Figure 1. Power grid.
The bar under the picture is 50 um long. Pins as bars on the die edge.
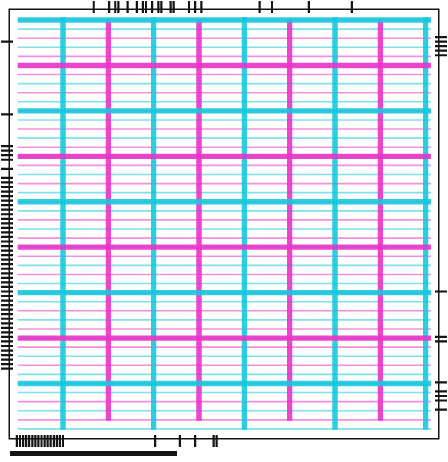
Figure 2. Placement by cell class.
The bar under the picture is 50 um long.
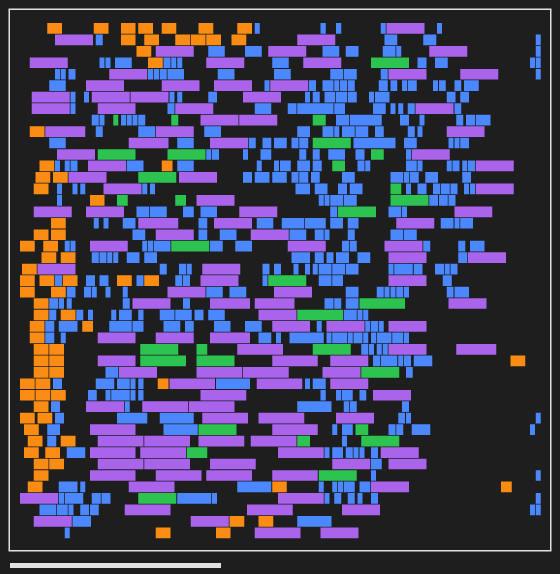
Figure 3. Routed clock nets over the placement.
The bar under the picture is 50 um long.
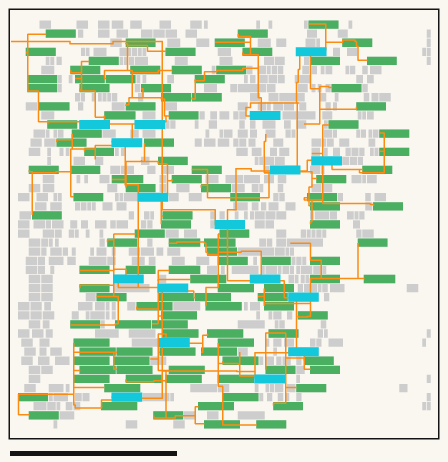
Figure 4. Signal wires by layer.
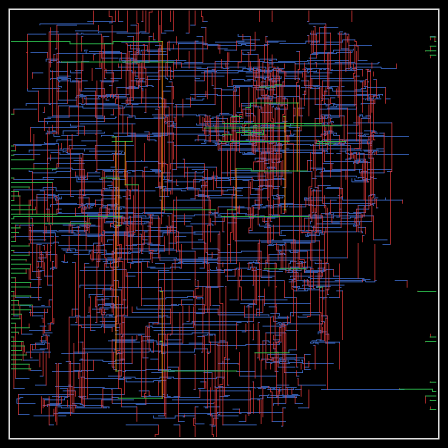
**src/rtl/uart_tx_mmio_ctrl_pkg.sv**
```systemverilog
// Shared definitions for the memory-mapped UART transmit controller:
// bus decode base, register offsets, serializer states and field positions.
package uart_tx_mmio_ctrl_pkg;

    // addr[31:4] value that selects the UART register window (0x200..0x20F)
    localparam logic [27:0] UART_BASE_ADDRESS = 28'h000_0020;

    localparam int UART_DATA_W = 8;

    typedef enum logic [3:0] {
        REG_STATUS = 4'h0,
        REG_DATA   = 4'h4,
        REG_CTRL   = 4'h8,
        REG_BAUD   = 4'hC
    } uart_reg_address_t;

    typedef enum logic [1:0] {
        IDLE  = 2'd0,
        START = 2'd1,
        DATA  = 2'd2,
        STOP  = 2'd3
    } uart_tx_state_t;

    // STATUS field positions
    localparam int STATUS_BUSY_BIT  = 0;
    localparam int STATUS_FULL_BIT  = 1;
    localparam int STATUS_EMPTY_BIT = 2;
    localparam int STATUS_OVF_BIT   = 3;
    localparam int STATUS_COUNT_LSB = 4;
    localparam int STATUS_COUNT_MSB = 7;

    // CTRL field positions
    localparam int CTRL_TX_EN_BIT    = 0;
    localparam int CTRL_IRQ_EN_BIT   = 1;
    localparam int CTRL_FIFO_CLR_BIT = 2;

    // A zero divisor would never tick; run it as one clock per bit instead.
    function automatic logic [15:0] baud_div_eff(input logic [15:0] div);
        return (div == 16'd0) ? 16'd1 : div;
    endfunction

endpackage

```
**src/rtl/uart_tx_fifo.sv**
```systemverilog
// Synchronous show-ahead FIFO for queued TX bytes. A push into a full FIFO
// is accepted only when a pop frees a slot in the same cycle; clear has
// priority over both push and pop.
module uart_tx_fifo
    import uart_tx_mmio_ctrl_pkg::*;
#(
    parameter int DEPTH = 4,
    parameter int WIDTH = UART_DATA_W
) (
    input  logic                     clk,
    input  logic                     rst_n,
    input  logic                     push,
    input  logic [WIDTH-1:0]         push_data,
    input  logic                     pop,
    input  logic                     clear,
    output logic [WIDTH-1:0]         head,
    output logic                     full,
    output logic                     empty,
    output logic [$clog2(DEPTH):0]   count
);

    localparam int AW = $clog2(DEPTH);

    logic [WIDTH-1:0] mem [DEPTH];
    logic [AW-1:0]    wr_ptr;
    logic [AW-1:0]    rd_ptr;
    logic [AW:0]      count_q;
    logic             do_push;
    logic             do_pop;

    assign full    = (count_q == (AW+1)'(DEPTH));
    assign empty   = (count_q == '0);
    assign count   = count_q;
    assign head    = mem[rd_ptr];
    assign do_pop  = pop & ~empty;
    assign do_push = push & (~full | do_pop);

    // Pointer and occupancy tracking; pointers wrap naturally at DEPTH.
    always_ff @(posedge clk or negedge rst_n) begin
        if (!rst_n) begin
            wr_ptr  <= '0;
            rd_ptr  <= '0;
            count_q <= '0;
        end else if (clear) begin
            wr_ptr  <= '0;
            rd_ptr  <= '0;
            count_q <= '0;
        end else begin
            if (do_push) begin
                wr_ptr <= wr_ptr + AW'(1);
            end
            if (do_pop) begin
                rd_ptr <= rd_ptr + AW'(1);
            end
            count_q <= count_q + (AW+1)'(do_push) - (AW+1)'(do_pop);
        end
    end

    // Storage array; no reset needed since empty gates every read.
    always_ff @(posedge clk) begin
        if (do_push && !clear) begin
            mem[wr_ptr] <= push_data;
        end
    end

endmodule

```
**src/rtl/uart_tx_mmio_ctrl.sv**
```systemverilog
// Memory-mapped UART transmitter: register decode, TX FIFO and an 8N1
// serializer with a programmable per-bit clock divisor.
//
// state | meaning
// ------+--------------------------------------------------------------
// IDLE  | line high; pops the next byte when enabled and data is queued
// START | start bit (txd=0) for div_q cycles
// DATA  | eight data bits, LSB first, div_q cycles each
// STOP  | stop bit (txd=1) for div_q cycles, then back to IDLE
module uart_tx_mmio_ctrl
    import uart_tx_mmio_ctrl_pkg::*;
#(
    parameter int          FIFO_DEPTH = 4,
    parameter logic [15:0] BAUD_RESET = 16'd868
) (
    input  logic        clk,
    input  logic        rst_n,
    input  logic [31:0] addr,
    input  logic [31:0] wdata,
    input  logic        wr_en,
    input  logic        rd_en,
    output logic [31:0] rdata,
    output logic        rvalid,
    output logic        sel,
    output logic        txd,
    output logic        irq_tx
);

    localparam int CW = $clog2(FIFO_DEPTH) + 1;

    uart_reg_address_t reg_off;
    logic              wr_acc;
    logic              rd_acc;
    logic [31:0]       status_word;
    logic [31:0]       rd_mux;
    logic              wdata_unused;

    logic              tx_en_q;
    logic              irq_en_q;
    logic              ovf_q;
    logic [15:0]       baud_q;

    logic              fifo_push;
    logic              fifo_pop;
    logic              fifo_clear;
    logic              fifo_full;
    logic              fifo_empty;
    logic [7:0]        fifo_head;
    logic [CW-1:0]     fifo_count;

    uart_tx_state_t    state_q;
    uart_tx_state_t    state_nxt;
    logic [7:0]        shift_q;
    logic [7:0]        shift_nxt;
    logic [2:0]        bit_q;
    logic [2:0]        bit_nxt;
    logic [15:0]       baud_cnt_q;
    logic [15:0]       baud_cnt_nxt;
    logic [15:0]       div_q;
    logic [15:0]       div_nxt;
    logic              baud_tick;
    logic              txd_q;
    logic              txd_nxt;
    logic              busy;

    assign sel          = (addr[31:4] == UART_BASE_ADDRESS);
    assign reg_off      = uart_reg_address_t'(addr[3:0]);
    assign busy         = (state_q != IDLE);
    assign txd          = txd_q;
    assign wdata_unused = ^wdata[31:16];

    // Bus access qualification; a write in the same cycle swallows the read.
    always_comb begin
        wr_acc     = sel & wr_en;
        rd_acc     = sel & rd_en & ~wr_en;
        fifo_push  = wr_acc & (reg_off == REG_DATA);
        fifo_clear = wr_acc & (reg_off == REG_CTRL) & wdata[CTRL_FIFO_CLR_BIT];
    end

    uart_tx_fifo #(
        .DEPTH (FIFO_DEPTH),
        .WIDTH (8)
    ) u_fifo (
        .clk       (clk),
        .rst_n     (rst_n),
        .push      (fifo_push),
        .push_data (wdata[7:0]),
        .pop       (fifo_pop),
        .clear     (fifo_clear),
        .head      (fifo_head),
        .full      (fifo_full),
        .empty     (fifo_empty),
        .count     (fifo_count)
    );

    // Control/configuration registers and the sticky overflow flag.
    always_ff @(posedge clk or negedge rst_n) begin
        if (!rst_n) begin
            tx_en_q  <= 1'b0;
            irq_en_q <= 1'b0;
            baud_q   <= BAUD_RESET;
            ovf_q    <= 1'b0;
        end else begin
            if (wr_acc) begin
                case (reg_off)
                    REG_STATUS: begin
                        if (wdata[STATUS_OVF_BIT]) begin
                            ovf_q <= 1'b0;
                        end
                    end
                    REG_CTRL: begin
                        tx_en_q  <= wdata[CTRL_TX_EN_BIT];
                        irq_en_q <= wdata[CTRL_IRQ_EN_BIT];
                    end
                    REG_BAUD: baud_q <= wdata[15:0];
                    default: ;
                endcase
            end
            // A byte is lost only if the FIFO stays full and is not being flushed.
            if (fifo_push && fifo_full && !fifo_pop && !fifo_clear) begin
                ovf_q <= 1'b1;
            end
        end
    end

    // STATUS assembly and read-data selection; undefined offsets read zero.
    always_comb begin
        status_word                                    = '0;
        status_word[STATUS_BUSY_BIT]                   = busy;
        status_word[STATUS_FULL_BIT]                   = fifo_full;
        status_word[STATUS_EMPTY_BIT]                  = fifo_empty;
        status_word[STATUS_OVF_BIT]                    = ovf_q;
        status_word[STATUS_COUNT_MSB:STATUS_COUNT_LSB] = 4'(fifo_count);

        rd_mux = '0;
        case (reg_off)
            REG_STATUS: rd_mux = status_word;
            REG_CTRL: begin
                rd_mux[CTRL_TX_EN_BIT]  = tx_en_q;
                rd_mux[CTRL_IRQ_EN_BIT] = irq_en_q;
            end
            REG_BAUD: rd_mux = {16'd0, baud_q};
            default:  rd_mux = '0;
        endcase
    end

    // Registered read port; rdata keeps its value between accepted reads.
    always_ff @(posedge clk or negedge rst_n) begin
        if (!rst_n) begin
            rdata  <= '0;
            rvalid <= 1'b0;
        end else begin
            rvalid <= rd_acc;
            if (rd_acc) begin
                rdata <= rd_mux;
            end
        end
    end

    // Level interrupt once everything queued has left the wire.
    always_ff @(posedge clk or negedge rst_n) begin
        if (!rst_n) begin
            irq_tx <= 1'b0;
        end else begin
            irq_tx <= irq_en_q & fifo_empty & ~busy;
        end
    end

    // Serializer state register; reset forces the line high immediately.
    always_ff @(posedge clk or negedge rst_n) begin
        if (!rst_n) begin
            state_q    <= IDLE;
            shift_q    <= '0;
            bit_q      <= '0;
            baud_cnt_q <= '0;
            div_q      <= 16'd1;
            txd_q      <= 1'b1;
        end else begin
            state_q    <= state_nxt;
            shift_q    <= shift_nxt;
            bit_q      <= bit_nxt;
            baud_cnt_q <= baud_cnt_nxt;
            div_q      <= div_nxt;
            txd_q      <= txd_nxt;
        end
    end

    // Serializer next-state logic; txd is derived from the next state so it
    // changes on the same edge as the state register.
    always_comb begin
        state_nxt    = state_q;
        shift_nxt    = shift_q;
        bit_nxt      = bit_q;
        baud_cnt_nxt = baud_cnt_q;
        div_nxt      = div_q;
        fifo_pop     = 1'b0;
        baud_tick    = (baud_cnt_q == div_q - 16'd1);

        case (state_q)
            IDLE: begin
                // A pop racing a flush would start a frame for a discarded byte.
                if (tx_en_q && !fifo_empty && !fifo_clear) begin
                    fifo_pop     = 1'b1;
                    shift_nxt    = fifo_head;
                    div_nxt      = baud_div_eff(baud_q);
                    baud_cnt_nxt = '0;
                    bit_nxt      = '0;
                    state_nxt    = START;
                end
            end
            START: begin
                baud_cnt_nxt = baud_tick ? 16'd0 : baud_cnt_q + 16'd1;
                if (baud_tick) begin
                    state_nxt = DATA;
                end
            end
            DATA: begin
                baud_cnt_nxt = baud_tick ? 16'd0 : baud_cnt_q + 16'd1;
                if (baud_tick) begin
                    shift_nxt = {1'b0, shift_q[7:1]};
                    bit_nxt   = bit_q + 3'd1;
                    if (bit_q == 3'd7) begin
                        state_nxt = STOP;
                    end
                end
            end
            STOP: begin
                baud_cnt_nxt = baud_tick ? 16'd0 : baud_cnt_q + 16'd1;
                if (baud_tick) begin
                    state_nxt = IDLE;
                end
            end
            default: state_nxt = IDLE;
        endcase

        case (state_nxt)
            START:   txd_nxt = 1'b0;
            DATA:    txd_nxt = shift_nxt[0];
            default: txd_nxt = 1'b1;
        endcase
    end

endmodule

```
**config.mk**
```make
export PLATFORM = sky130hd
export DESIGN_NAME = uart_tx_mmio_ctrl
export DESIGN_NICKNAME = d
export VERILOG_FILES = /design/src/rtl/uart_tx_mmio_ctrl_pkg.sv /design/src/rtl/uart_tx_fifo.sv /design/src/rtl/uart_tx_mmio_ctrl.sv
export SDC_FILE = /design/constraint.sdc
export NUM_CORES = 1
export LEC_CHECK = 0
export CORE_MARGIN = 2
export CORE_UTILIZATION = 40
export DETAILED_ROUTE_END_ITERATION = 10
export PLACE_DENSITY_LB_ADDON = 0.12
export SLEW_MARGIN = 10
export SYNTH_ARGS = -nofsm -noshare
export SYNTH_HDL_FRONTEND = slang
export SYNTH_SLANG_ARGS = --single-unit
```
**constraint.sdc**
```tcl
create_clock -name clk -period 6.3 [get_ports clk]
set_input_delay 1.26 -clock clk [delete_from_list [all_inputs] [get_ports clk]]
set_output_delay 1.26 -clock clk [all_outputs]
set_load 0.005 [all_outputs]
```
==> metrics.cfg <==
[worst_hold_path]
hold_end = rdata[12]
min_from = rdata[12]
whs_path_depth = 2
hp-class = reg -> reg

[layout]
layout.cells.non_filler = 826
inv_count = 26
nets = 704
final_common_cell = dfrtp_1
register_area_um2 = 3222
seq_share_pct = 42.62
fill_cells = 1377
numSequentialCells = 122
nNonClkBuffers = 74
clk_share_pct = 8.093
largestClassByArea = registers
logic_area_um2 = 2663
lay_top_cells = dfrtp_1 (83), clkdlybuf4s50_1 (70), nand2_1 (63)
clkbuf_count = 19
antenna_cells = 0
comb_share_pct = 35.22
syn_to_final_growth_pct = 22.68
buf_share_pct = 9.666
drive_above_1_share_pct = 15.52
comb_cells = 384

[placement]
place_hpwl_um = 10180
port_buffers = 71
place_ws_ns = 1.328
placed_area_um2 = 6948
finalWeightedCongestion = 0.9258
dpl.cell_count = 794

[final_timing]
slew_violations = 0
max_slew_margin_pct = 26.47
fin_crit_sh_pct = 71.18
finalCriticalPeriod_ns = 4.484
hold_viol = 0
fin_ws_ns = 1.816
fmax_mhz = 223.0
worstMarginPinSlew_ns = 1.099
tns_ns = 0
holdWs_ns = 0.4756
rsz0062_at_grt = false
setup_viol = 0

[logic_synthesis]
synth.most_common_cell = dfrtp_1
top_cells_by_count = dfrtp_1 (83), nand2_1 (63), nand3_1 (41)
ys_cells = 559
synthAdderAreaFrac_pct = 2.355
async_flop_share_pct = 73.77
top_logic_kind = simple AND/OR/NAND/NOR gates
ys_sh_simple_pct = 17.69
synthesis.area_um2 = 6162
ys_types = 64
flop_cell = dfrtp_1
ys_sh_mux_pct = 9.909
synth_xor_xnor_area_share_pct = 3.411
compound_area_share_pct = 8.873
topCellsByArea = dfrtp_1 (34%), edfxtp_1 (16%), mux2_2 (5.8%)
top_cell_area_share_pct = 33.71
synth-seq-cells = 122
top_area_cell = dfrtp_1
yosysWarningCount = 0
ys_seq_share_pct = 52.28
synth_cells = 559
edf_count = 32
syn_area_per_cell_um2 = 11.02
synth_chip_area_um2 = 6162

[status]
run_status = finished clean

[power]
power_w = 0.001873
leakagePower_nw = 3.252
powerDensity_nw_per_um2 = 247.8

[cts]
cts_max_path_buffers = 2
clk_pin_slew_worst_paths_ns = 0.06
cts_tree = built
cts_hold_repair.buffers = 0
cts_max_level = 4
postCtsSetupBuffers = 0
cts_resized = 0
numCtsBuffers = 17
root_buffer = clkbuf_16
clock_sinks = 122

[routing]
routed_via_density = 5.446
drt_iter0_markers = 274
antenna_left = 0
drcViolationCount = 0
drt_pass1_iterations = 4

[global_route]
grt_use_total_pct = 18.71
gr-total-overflow = 0
grt_antenna_before_repair = 0
grt_pass1_wl_um = 23490
grt_pass1_vias = 4542
grt_max_degree = 63

[setup_path]
worstPathMaxFanout = 29
critical_path.top_delay_family = simple AND/OR/NAND/NOR gates
slowest_stage = nor2_1
crit_end = baud_cnt_q[9]
regToRegEndpoint = u_fifo.count[2]
end_kind = flip-flop
rrSetupSlack_ns = 2.47
max_stage_delay_ns = 0.86
startpoint = addr[6]
rr_startpoint = state_q[1]
cp.buffers_inverters = 4
worst-endpoint-arrival_ns = 4.83
crit_chain = clkdlybuf4s50_1 > nor4b_1 > nand4_1 > nor4_2 > buf_4 > or3_1 > inv_1 > buf_4 > nor2_1 > a31o_2 > a22o_1
cp_num_cells = 11
worstSetupPathType = in -> reg
required_ns = 6.65
path_common_cell = buf_4
critPathLaunchType = primary input
r2r_cells = 10

[run]
openroad.warnings = 45
maxCapViolCount = 0

[floorplan]
top_level_ports = 104
initial_utilization_pct = 40.69
nWellTaps = 188
core_um2 = 15150
die_area_um2 = 16410
row_count = 45

-- Figure 1 (at the start) --
color	net
magenta	VDD
cyan	VSS
met5 straps	9
met4 straps	9
rows	45
met1 rails	46
signal pins	104
die width: 128.1 um
worst-case vdd ir drop: 182.5 uV
Die Span Y: 128.1 um

-- Figure 2 (at the start) --
color	class	cells	share of their area
orange	remaining buffers and delay cells	74	10%
blue	combinational and other logic	410	38%
purple	sequential cells	122	44%
green	clock drivers and dummy loads	32	8.4%
final instance area: 7560 um^2
Util after Layout: 49.91%

-- Figure 3 (at the start) --
[green] flip-flops | count: 122
[orange] clock wires | length: 1,700 um
[cyan] clock drivers | count: 17
routed clock nets	18
final clock skew: 0.02046 ns
clk_lat worst skew: 0.43 ns

-- Figure 4 (at the start) --
color	layer	wire length
blue	metal 1	6,680 um
orange	metal 4	240 um
green	metal 3	657 um
red	metal 2	6,710 um
Routed Wire Length: 14,290 um
WL/cell: 17.30 um
Vias: 4,498

metal layers:
layer	routed length, um	vias to the layer above	global-route usage, %
li1	-	2140	-
met4	240	0	6.917
met3	656	18	4.758
met1	6680	2216	24.93
met2	6709	124	29.63
met5	0	-	0
registers in the layout (all words and copies together), names as in the netlist, 3 cells and up:
signal        cells
u_fifo.count      3
div_q            16
rdata            16
shift_q           8
bit_q             3
baud_cnt_q       16
u_fifo.mem       32
baud_q           16
where the power goes:
part	leakage (nW)	internal, W	total (W)	switching, W
clock	0.286	0.000635	0.00100	0.000369
combinational	1.56	0.0000294	0.0000562	0.0000268
sequential	1.41	0.000813	0.000813	0.00000000000495
total	3.25	0.00148	0.00187	0.000396
Power figures rest on the tool's default switching activity, not on a simulated workload.
